## config.mk

```make
export PLATFORM = sky130hd
export DESIGN_NAME = mcp3008_responder
export DESIGN_NICKNAME = d
export VERILOG_FILES = /design/src/rtl/mcp3008_responder.sv
export SDC_FILE = /design/constraint.sdc
export NUM_CORES = 1
export LEC_CHECK = 0
export ABC_AREA = 0
export CELL_PAD_IN_SITES_DETAIL_PLACEMENT = 1
export CELL_PAD_IN_SITES_GLOBAL_PLACEMENT = 1
export CORE_ASPECT_RATIO = 0.6
export CORE_MARGIN = 2
export CORE_UTILIZATION = 34
export CTS_CLUSTER_SIZE = 25
export DETAILED_ROUTE_END_ITERATION = 8
export GPL_TIMING_DRIVEN = 0
export PLACE_DENSITY = 0.86
export SYNTH_ARGS = -nofsm -noshare
export SYNTH_HDL_FRONTEND = slang
export SYNTH_SLANG_ARGS = --single-unit
```

## constraint.sdc

```tcl
create_clock -name clk -period 3 [get_ports clk]
set_clock_uncertainty 0.05 [all_clocks]
set_input_delay 0.45 -clock clk [delete_from_list [all_inputs] [get_ports clk]]
set_output_delay 0.45 -clock clk [all_outputs]
set_load 0.005 [all_outputs]
```

## src/rtl/mcp3008_responder.sv

```systemverilog
// MCP3008-compatible SPI slave: decodes start/config bits from the master,
// latches the selected 10-bit channel value and shifts it back MSB-first then LSB-first.
`timescale 1ns/1ps
module mcp3008_responder #(
  parameter int SYNC_STAGES = 2
) (
  input  logic        clk,
  input  logic        rst_n,
  input  logic        sclk,
  input  logic        cs_n,
  input  logic        din,
  output logic        dout,
  output logic        dout_oe,
  input  logic [79:0] ch_data,
  output logic        sample_strobe,
  output logic [2:0]  sample_ch,
  output logic        sample_diff,
  output logic        busy
);

  typedef enum logic [2:0] {
    ST_IDLE, ST_WAIT_START, ST_CONFIG, ST_SAMPLE, ST_NULL, ST_MSB, ST_LSB, ST_ZERO
  } state_t;

  logic [SYNC_STAGES-1:0] sclk_sync_q, cs_sync_q, din_sync_q, flush_q;
  logic                   sclk_prev_q;
  logic                   sclk_s, cs_s, din_s, sync_ok, rise, fall;

  state_t     state_q, state_d;
  logic [3:0] cnt_q, cnt_d;
  logic [3:0] cfg_q, cfg_d;
  logic [9:0] data_q, data_d;
  logic [9:0] ch_sel;
  logic [2:0] ch_q, ch_d;
  logic       dout_q, dout_d;
  logic       oe_q, oe_d;
  logic       strobe_q, strobe_d;
  logic       diff_q, diff_d;
  logic       busy_q, busy_d;
  logic       arm_q, arm_d;

  assign sclk_s  = sclk_sync_q[SYNC_STAGES-1];
  assign cs_s    = cs_sync_q[SYNC_STAGES-1];
  assign din_s   = din_sync_q[SYNC_STAGES-1];
  // flush_q marks when the chains hold real pad levels rather than reset fill
  assign sync_ok = flush_q[SYNC_STAGES-1];
  assign rise    = sclk_s & ~sclk_prev_q;
  assign fall    = ~sclk_s & sclk_prev_q;

  always_ff @(posedge clk or negedge rst_n) begin
    if (!rst_n) begin
      sclk_sync_q <= '0;
      cs_sync_q   <= '1;
      din_sync_q  <= '0;
      flush_q     <= '0;
      sclk_prev_q <= 1'b0;
    end else begin
      sclk_sync_q <= {sclk_sync_q[SYNC_STAGES-2:0], sclk};
      cs_sync_q   <= {cs_sync_q[SYNC_STAGES-2:0], cs_n};
      din_sync_q  <= {din_sync_q[SYNC_STAGES-2:0], din};
      flush_q     <= {flush_q[SYNC_STAGES-2:0], 1'b1};
      sclk_prev_q <= sclk_s;
    end
  end

  always_comb begin
    ch_sel = '0;
    for (int n = 0; n < 8; n++) begin
      if (cfg_q[2:0] == n[2:0]) ch_sel = ch_data[n*10 +: 10];
    end
  end

  always_comb begin
    state_d  = state_q;
    cnt_d    = cnt_q;
    cfg_d    = cfg_q;
    data_d   = data_q;
    ch_d     = ch_q;
    diff_d   = diff_q;
    dout_d   = dout_q;
    oe_d     = oe_q;
    strobe_d = 1'b0;
    arm_d    = arm_q;
    if (sync_ok && cs_s) arm_d = 1'b1;

    if (cs_s && state_q != ST_IDLE) begin
      state_d = ST_IDLE;
      cnt_d   = '0;
      cfg_d   = '0;
      dout_d  = 1'b0;
      oe_d    = 1'b0;
    end else begin
      case (state_q)
        ST_IDLE: begin
          // a frame needs a cs_n high seen after reset before the low is accepted
          if (sync_ok && !cs_s && arm_q) begin
            state_d = ST_WAIT_START;
            arm_d   = 1'b0;
          end
        end
        ST_WAIT_START: begin
          if (rise && din_s) begin
            state_d = ST_CONFIG;
            cnt_d   = '0;
          end
        end
        ST_CONFIG: begin
          if (rise && cnt_q != 4'd4) begin
            cfg_d = {cfg_q[2:0], din_s};
            cnt_d = cnt_q + 4'd1;
          end else if (fall && cnt_q == 4'd4) begin
            data_d   = ch_sel;
            strobe_d = 1'b1;
            ch_d     = cfg_q[2:0];
            diff_d   = ~cfg_q[3];
            oe_d     = 1'b1;
            dout_d   = 1'b0;
            state_d  = ST_SAMPLE;
          end
        end
        ST_SAMPLE: begin
          if (fall) begin
            state_d = ST_NULL;
            dout_d  = 1'b0;
          end
        end
        ST_NULL: begin
          if (fall) begin
            state_d = ST_MSB;
            cnt_d   = 4'd9;
            dout_d  = data_q[9];
          end
        end
        ST_MSB: begin
          if (fall) begin
            if (cnt_q == 4'd0) begin
              state_d = ST_LSB;
              cnt_d   = 4'd1;
            end else begin
              cnt_d = cnt_q - 4'd1;
            end
            dout_d = data_q[cnt_d];
          end
        end
        ST_LSB: begin
          if (fall) begin
            if (cnt_q == 4'd9) begin
              state_d = ST_ZERO;
              dout_d  = 1'b0;
            end else begin
              cnt_d  = cnt_q + 4'd1;
              dout_d = data_q[cnt_d];
            end
          end
        end
        ST_ZERO:  dout_d = 1'b0;
        default:  state_d = ST_IDLE;
      endcase
    end
    busy_d = !(state_d == ST_IDLE || state_d == ST_WAIT_START);
  end

  always_ff @(posedge clk or negedge rst_n) begin
    if (!rst_n) begin
      state_q  <= ST_IDLE;
      cnt_q    <= '0;
      cfg_q    <= '0;
      data_q   <= '0;
      ch_q     <= '0;
      diff_q   <= 1'b0;
      dout_q   <= 1'b0;
      oe_q     <= 1'b0;
      strobe_q <= 1'b0;
      busy_q   <= 1'b0;
      arm_q    <= 1'b0;
    end else begin
      state_q  <= state_d;
      cnt_q    <= cnt_d;
      cfg_q    <= cfg_d;
      data_q   <= data_d;
      ch_q     <= ch_d;
      diff_q   <= diff_d;
      dout_q   <= dout_d;
      oe_q     <= oe_d;
      strobe_q <= strobe_d;
      busy_q   <= busy_d;
      arm_q    <= arm_d;
    end
  end

  assign dout          = dout_q;
  assign dout_oe       = oe_q;
  assign sample_strobe = strobe_q;
  assign sample_ch     = ch_q;
  assign sample_diff   = diff_q;
  assign busy          = busy_q;

endmodule

```

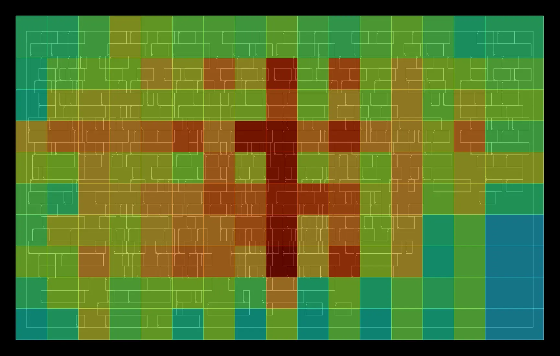
Fig. 1. Congestion heat map (run 1).
final core occ: 52.1%
gr busiest metal: met2
Global Route Usage Sum: 23.4%
WL/cell: 20.8 µm
met3 usage in global routing: 6.77%

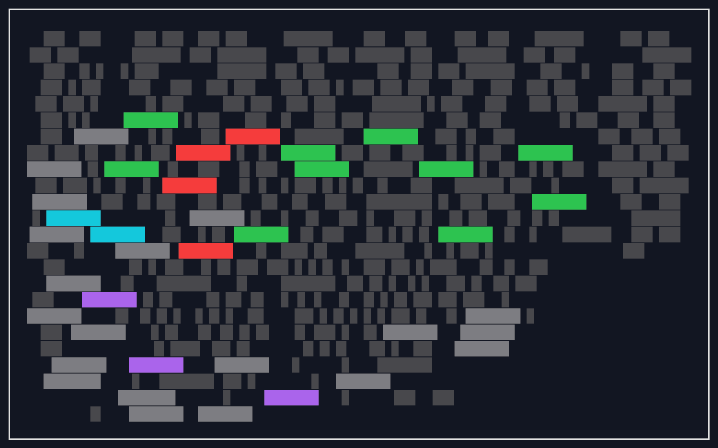
Fig. 2. Where the registers sit (run 1).
Drawn at 6 px/µm. Other sequential cells in the stronger grey, the rest of the logic in the fainter grey.
`cfg_q` -> red  # flops 4
`data_q` -> green  # flops 10
`din_sync_q` -> cyan  # flops 2
`state_q` -> purple  # flops 3

==> summary.txt, run 1 <==
yosys + openroad results -> initial antenna violation count=0, finished layout cell area=0.00380 mm², relative slew slack=41.0%, ratio of cells with drive above 1 in the final layout=12.8%, DP Worst Slack=0.280 ns, critical path depth=10, FFs & Latches=39, DRC=0, placed insts=447, gpl congestion=0.902, FP Core Util=35.3%, Slowest-stage cell, CP=dfrtp_1, Worst-path clk slew=0.06 ns, CP startpoint=cnt_q[0], Top cells excl fill/tap=clkdlybuf4s50_1, dfrtp_1, nand2_1, Async S/R FF share, synth=100%, # hold bufs at CTS=0, Pleak=0.00145 µW, Synth Cell Area=0.00257 mm², Clk pwr share=33.7%, maxcap violations=0, top post-synthesis cells by count=dfrtp_1, nand2_1, mux4_2, Yosys top cell by instances=dfrtp_1, Comb group=661 µW, XOR-XNOR Cells, Area Fraction=0.680%, number of flip-flops in the largest register=10, Fin Setup TNS=0 ns, RSZ-0062 raised after global routing=no, Synth cell types=48, Largest regs=data_q (10), cfg_q (4), cnt_q (4), Nets=438, met1 Resource Use GR=34.1%, pwr dens=501 mW/mm², P_int=1310 µW, number of diodes=0, top power group=combinational logic, clk sinks=39, Initial DRC Count=218, final wirelength=9480 µm, top sig layer=met4, # H-tree levels=2, Cell area leaders=dfrtp_1, mux4_2, mux2i_1, Tmin final=2.80 ns, CP max FO=10, Worst Tran Pin Value=0.885 ns, Min-Delay Path Class=primary input to asynchronous set/reset pin, Top-area cell share=36.0%, top comb family, area=multiplexers, Req. time, crit path=3.10 ns, CTS Buffer Depth=2, CP max stage delay=0.56 ns, clk tree area frac=4.67%, Power Clock=642 µW, CP Class=register to register, Die W=116 µm, Tool Warnings=28, Worst Path Buf+Inv=3, FF-to-FF Start=cnt_q[0], Yosys Chip Area=0.00257 mm², mi-comb count=184, R2R Setup Slk=0.20 ns, crit path launch type=register, met1 wire length=4280 µm, Yosys reg bits=39, Complex Gates by Area=17.0%, first-pass GRT wire length=14,700 µm, Comb pwr share=34.7%, Met2 Wirelength=4280 µm, mux frac, synth=24.9%, Post-synth EDFFs=0, P_seq=601 µW, Worst Setup End Kind=register, Leading cell kind=combinational gates, number of port buffers=92, clock buf count=6, critical path cell sequence=clkbuf_4, inv_1, ha_1, buf_2, nor2_1, a2bb2oi_1, a311oi_1, a211oi_1, a222oi_1, o31ai_1, core box area=0.00730 mm², ys cells=251, outcome=completed, IO Count=93, number of tapcells=104, fin. max-slew vios=0, Biggest register=data_q, Syn Inst Count=251, Die Y=71.4 µm, Net Sw Frac=31.4%
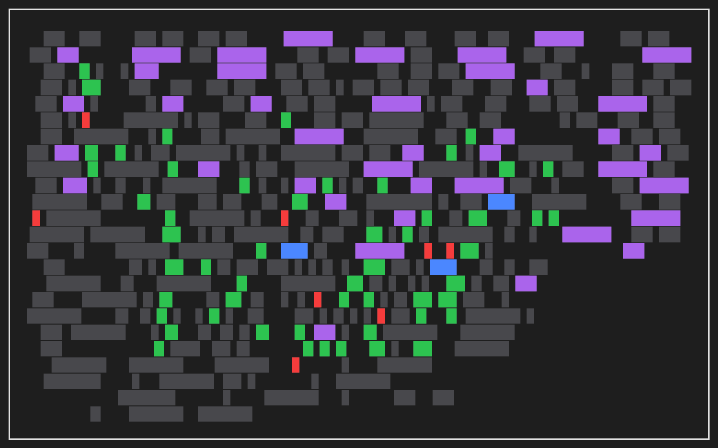
Fig. 3. Logic cells by family (run 1).
Drawn at 6 px/µm.
inverting AOI/OAI gates -> green  # cells 53, most used o21ai_0
inverters -> red  # cells 8, most used inv_1
adder and majority cells -> blue  # cells 3, most used ha_1
multiplexers -> purple  # cells 40, most used mux4_2
Final Non-Filler Cells: 455
most numerous logic cell after layout: clkdlybuf4s50_1
logic share of the area: 38.8%

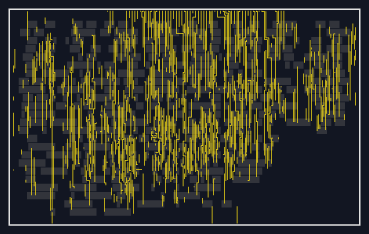
Fig. 4. Signal wires on met2 (run 1).
Drawn at 3 px/µm. Cells faint in the background.
longest straight run = 40.8 µm
nets with wire on the layer = 404
Via Count: 2,572
met2 Usage GRT: 34.8%

--- run 2 (diff from run 1) ---
--- a/config.mk
+++ b/config.mk
@@ -6,6 +6,7 @@
 export NUM_CORES = 1
 export LEC_CHECK = 0
 export ABC_AREA = 0
+export CAP_MARGIN = 10
 export CELL_PAD_IN_SITES_DETAIL_PLACEMENT = 1
 export CELL_PAD_IN_SITES_GLOBAL_PLACEMENT = 1
 export CORE_ASPECT_RATIO = 0.6
==> constraint.sdc (replaced) <==
create_clock -name clk -period 3 [get_ports clk]
set_clock_uncertainty 0.05 [all_clocks]
set_input_delay 0.6 -clock clk [delete_from_list [all_inputs] [get_ports clk]]
set_output_delay 0.6 -clock clk [all_outputs]
set_load 0.005 [all_outputs]
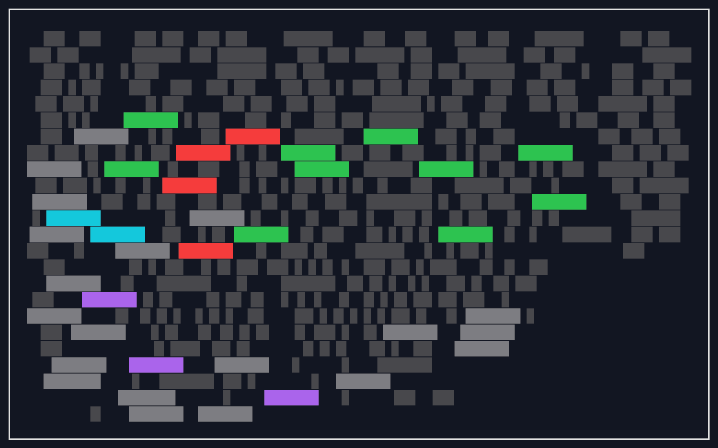
Fig. 5. Where the registers sit (run 2).
Drawn at 6 px/µm. Other sequential cells in the stronger grey, the rest of the logic in the fainter grey.
`din_sync_q` -> cyan  # flops 2
`cfg_q` -> red  # flops 4
`state_q` -> purple  # flops 3
`data_q` -> green  # flops 10
not coloured = 20
P_seq: 601 µW
sequential cell area share: 25.7%
register area: 978 µm²

==> summary.txt, run 2 <==
yosys + openroad results -> outcome=completed, # H-tree levels=2, Top-area cell share=36.0%, Worst Setup End Kind=register, crit path launch type=register, P_int=1310 µW, mux frac, synth=24.9%, Yosys reg bits=39, Syn Inst Count=251, Synth cell types=48, met3 usage in global routing=6.77%, Tool Warnings=28, Biggest register=data_q, final core occ=52.1%, Worst-path clk slew=0.06 ns, number of flip-flops in the largest register=10, XOR-XNOR Cells, Area Fraction=0.680%, top power group=combinational logic, IO Count=93, Met2 Wirelength=4280 µm, mi-comb count=184, top comb family, area=multiplexers, first-pass GRT wire length=14,700 µm, RSZ-0062 raised after global routing=no, Complex Gates by Area=17.0%, Comb group=661 µW, gr busiest metal=met2, Yosys top cell by instances=dfrtp_1, Slowest-stage cell, CP=dfrtp_1, Initial DRC Count=218, CP startpoint=cnt_q[0], Pleak=0.00145 µW, Final Non-Filler Cells=455, met2 Usage GRT=34.8%, Min-Delay Path Class=register to register, clock buf count=6, Post-synth EDFFs=0, ratio of cells with drive above 1 in the final layout=12.8%, final setup fails=0, maxcap violations=0, # hold bufs at CTS=0, Req. time, crit path=3.10 ns, Fin Setup TNS=0 ns, FP Core Util=35.3%, Net Sw Frac=31.4%, Top cells excl fill/tap=clkdlybuf4s50_1, dfrtp_1, nand2_1, top post-synthesis cells by count=dfrtp_1, nand2_1, mux4_2, Clk pwr share=33.7%, initial antenna violation count=0, sequential share of the synthesized area=38.0%, Leading cell kind=combinational gates, number of tapcells=104, Yosys Chip Area=0.00257 mm², Power Clock=642 µW, Worst Path Buf+Inv=3, clk latency late pin=0.29 ns, Nets=438, Via Count=2,572, finished layout cell area=0.00380 mm², CP max stage delay=0.56 ns, clk sinks=39, fin. max-slew vios=0, Tmin final=2.80 ns, CTS Buffer Depth=2, R2R Setup Slk=0.20 ns, DP Worst Slack=0.280 ns, pwr dens=501 mW/mm², final wirelength=9480 µm, critical path cell sequence=clkbuf_4, inv_1, ha_1, buf_2, nor2_1, a2bb2oi_1, a311oi_1, a211oi_1, a222oi_1, o31ai_1, WL/cell=20.8 µm, number of port buffers=92, Global Route Usage Sum=23.4%, CP max FO=10, logic share of the area=38.8%, critical path depth=10, Worst Tran Pin Value=0.885 ns, relative slew slack=41.0%, Async S/R FF share, synth=100%, Cell area leaders=dfrtp_1, mux4_2, mux2i_1, placed insts=447, top sig layer=met4, met1 wire length=4280 µm, Die W=116 µm, Synth Cell Area=0.00257 mm², ys cells=251, number of diodes=0, clk tree area frac=4.67%
Power and IR drop assume default switching activity.
